Run 1, signal wires on met4:
Bar = 20 µm.
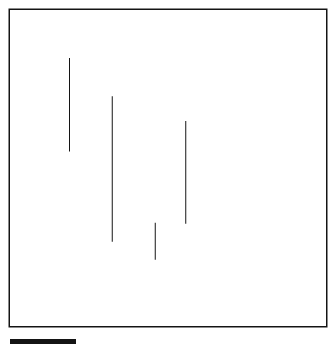
Run 1, metal layers overlaid:
Bar = 20 µm.
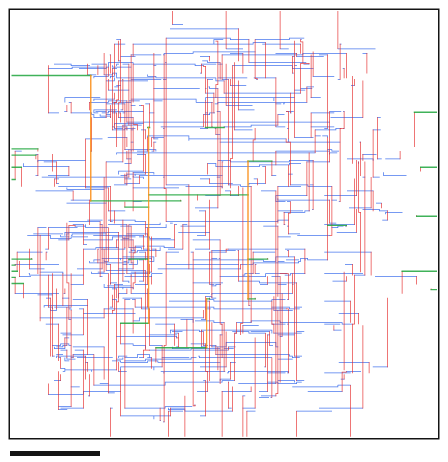
Run 1, gate-type map:
Bar = 20 µm.
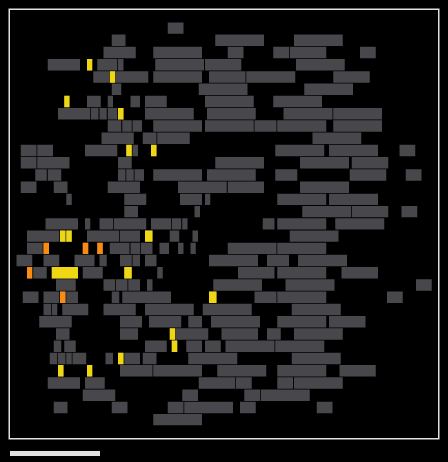
Design digct_event_capture, sky130hd; sources not shown.
==> run summary, run 1 <==
Update from the flow run.

The non-clock buffer count in the final layout is 38. The OpenROAD report gives the critical path a required time of 2880 ps. The register with the most flip-flops in the layout has 56 of them. The routability-driven placement congestion ratio is 0.6851. After synthesis the netlist holds a flip-flop and latch count of 75. The share of total power dissipated in sequential elements is 47.0%.

The number of fill cells in the layout is 736. For this run, asynchronously set or reset flops after synthesis account for 0%. Combinational logic burns 10.7% of the power. The proportion of power drawn by the clock network is 42.3%. The start-to-end type of the worst setup path is flop to primary output. Switching power as a fraction of the total was reported as 22.27%. The layout report lists the multi-input gate area as 895.9 µm².

The most instantiated flip-flop cell in the synthesis netlist is sky130_fd_sc_hd__edfxtp_1. The report lists the number of cells resized after CTS as 0. sky130_fd_sc_hd__edfxtp_1 is the most common cell in the netlist.

TritonCTS built the clock tree. Yosys printed 0 warnings. Of the post-synthesis cell area, the dominant cell type holds 55.38%. The post-layout period usage of the worst path is 90.27%.

The biggest cell delay along the critical path is 680 ps. Before antenna repair, the detailed router went through 4 iterations. The worst register-to-register path has a setup slack of 1170 ps.

The number of diodes added for antenna fixing is 0. The flow ran to the end, and the final reports show no timing, DRC or antenna violations. The gate-level netlist out of Yosys references 33 unique cell types. The total placed cells including tap cells is 317.

The worst hold path belongs to the class flop to flop. The highest attainable clock frequency is 307.7 MHz. Looking at the VDD voltage map, the peak drop is 0.2002 mV.
-- 'signal wires on met4' (at the start) --
The wires run mostly vertical. 3 nets have wire on it. The longest straight run is 43.5 µm. The layer carries 113 µm of wire. The layer holds 2.0% of the routed length.
total number of vias: 1,616
detailed-route wire length: 5.529 mm

-- 'metal layers overlaid' (at the start) --
Key: metal 4 = orange [wire length 113 µm]; metal 2 = red [wire length 2,560 µm]; metal 3 = green [wire length 152 µm]; metal 1 = blue [wire length 2,710 µm]
Tot GR Track Use: 13.81%
average wire length per cell after detail routing: 16.60 µm

-- 'gate-type map' (at the start) --
Key: inverters = orange [cells 5, most used inv_1, where west]; NOR gates = yellow [cells 17, most used nor2_1]
count of non-filler cells in the finished layout: 333
most instantiated logic cell after routing: sky130_fd_sc_hd__edfxtp_1

==> run 1: power by group through the flow <==
stage	sequential (mW)	combinational, mW	clock, mW
finish	0.957	0.217	0.860
floorplan	0.973	0.145	0
CTS	0.958	0.242	0.875
detailed placement	0.978	0.241	0
global placement	0.977	0.237	0
global route	0.960	0.236	0.909
==> run 1: cell families (layout without fill, tap and decap cells) <==
family          count (synthesis)  after routing  synth area share [%]
xor+xnor                       13             13                 4.491
buf+inv                        12             59                 1.731
fa+ha+maj                       9              9                 3.956
compound gates                 13             13                 2.596
flops                          75             75                 67.90
mux                            18             18                 11.70
simple gates                   41             41                 7.623
==> run 1: per-layer routing <==
metal	global-route usage, %	wire length (µm)	part of all wire, %
met5	0	0	0
met4	6.944	112	2.0
met1	18.50	2706	49
met2	21.19	2558	46
met3	2.951	151	2.7
## Run 2: what changed since run 1
--- a/config.mk
+++ b/config.mk
@@ -6,6 +6,7 @@
 export NUM_CORES = 1
 export LEC_CHECK = 0
 export CAP_MARGIN = 30
+export CORE_MARGIN = 2
 export CORE_UTILIZATION = 35
 export DETAILED_ROUTE_END_ITERATION = 8
 export PLACE_DENSITY = 0.5
==> run summary, run 2 <==
Update from the flow run.

Result of the run: completed (unchanged). The number of unique standard cell types used by synthesis is 33 (unchanged). The post-layout period usage of the worst path is 88.67% (was 90.27%). The biggest cell delay along the critical path is 690 ps (was 680 ps). The power drawn by the combinational cells is 218 µW (was 217 µW). The data required time at the worst endpoint came to 2880 ps (about the same). The placeable core region was 8299 µm² (unchanged). The cell with the biggest individual delay on the critical path is sky130_fd_sc_hd__dfxtp_1 (was sky130_fd_sc_hd__dlygate4sd3_1). The area of the multi-input gates is 903.4 µm² (was 895.9 µm²). The number of tap cells added at floorplan was 105 (unchanged). The post-synthesis cell type with the largest instance count is sky130_fd_sc_hd__edfxtp_1 (unchanged).

The number of fill cells in the layout is 752 (was 736). The number of clock sinks is 75 (unchanged). The placed standard-cell area was 3480 µm² (was 3490 µm²). The flip-flop count of the largest register after layout is 56 (unchanged).

The async set or reset register ratio after synthesis is 0% (unchanged). The final cell count without fillers is 330 (was 333). The count of cells resized by post-cts repair is 0 (unchanged). The number of diodes added for antenna fixing is 0 (unchanged).

The post-synthesis register bit count is 75 (unchanged). The combinational fraction of design power was 12.0% (was 10.7%). The highest attainable clock frequency is 313.3 MHz (was 307.7 MHz). The TritonCTS clock tree is yes (unchanged). The maximum ir drop on the vdd rail is 0.2037 mV (was 0.2002 mV). The number of input and output port buffers inserted is 26 (unchanged).

The worst min-delay path category is flop to flop (unchanged). The sequential cell fraction of total power is 53.4% (was 47.0%). The most instantiated flip-flop cell in the synthesis netlist is sky130_fd_sc_hd__edfxtp_1 (unchanged).

The start-to-end type of the worst setup path is flop to primary output (unchanged). The switching part of the total power is 24.13% (was 22.27%). The first-pass detailed-route iteration total is 4 (unchanged). The number of warnings printed during yosys synthesis is 0 (unchanged).

The power of the clock network is 625 µW (was 860 µW). The share of the synthesized area in the top cell type is 55.38% (unchanged). The reported sequential group power came to 964 µW (was 957 µW). The routability-driven placement congestion ratio is 0.7634 (was 0.6851). The power consumption is 1.807 mW (was 2.035 mW). The proportion of power drawn by the clock network is 34.6% (was 42.3%). The combinational share of cell area is 24.85% (was 24.25%). The most common cell after layout, fill and taps aside is sky130_fd_sc_hd__edfxtp_1 (unchanged). The total placed cells including tap cells is 314 (was 317).
[run 2: cell counts after synthesis]
No cell type changed its count.
[run 2: metal layers]
layer	GRT usage [%]	vias up	routed length [µm]
met2	20.25	38	2746
li1	-	769	-
met1	17.79	799	2559
met3	2.662	10	210
met5	0	-	0
met4	6.501	0	132
[run 2: worst register-to-register path, delay by kind of cell, from the launching register on]
family,cells,cell delay [ps]
and+or+nand+nor,4,1030
buffers and inverters,1,270
adders and majority gates,1,370
DFF,1,690
[run 2: cells by family after synthesis]
family,share of synthesized area (%)
XOR/XNOR,4.491
AND-OR/OR-AND,2.596
AND/OR/NAND/NOR,7.623
buffers and inverters,1.731
multiplexers,11.70
adder cells (fa/ha/maj),3.956
flip-flops,67.90
Run 2, signal wires on met4:
Bar = 20 µm.
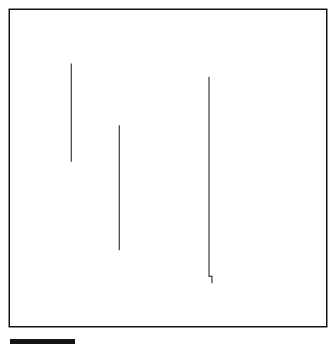
The layer holds 2.3% of the routed length. The longest straight run is 61.2 µm. 2 nets have wire on it. The layer carries 132 µm of wire. The wires run mostly vertical.
detailed-route wire length: 5.649 mm

Run 2, metal layers overlaid:
Bar = 20 µm.
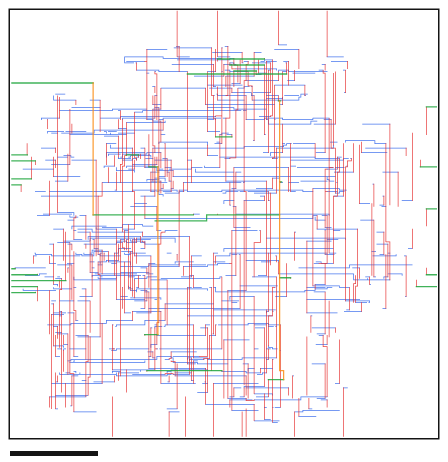
Key: metal 3 = green [wire length 211 µm]; metal 1 = blue [wire length 2,560 µm]; metal 4 = orange [wire length 132 µm]; metal 2 = red [wire length 2,750 µm]
average wire length per cell after detail routing: 17.12 µm
Tot GR Track Use: 13.15%

Power is estimated from default activity; no workload was simulated.
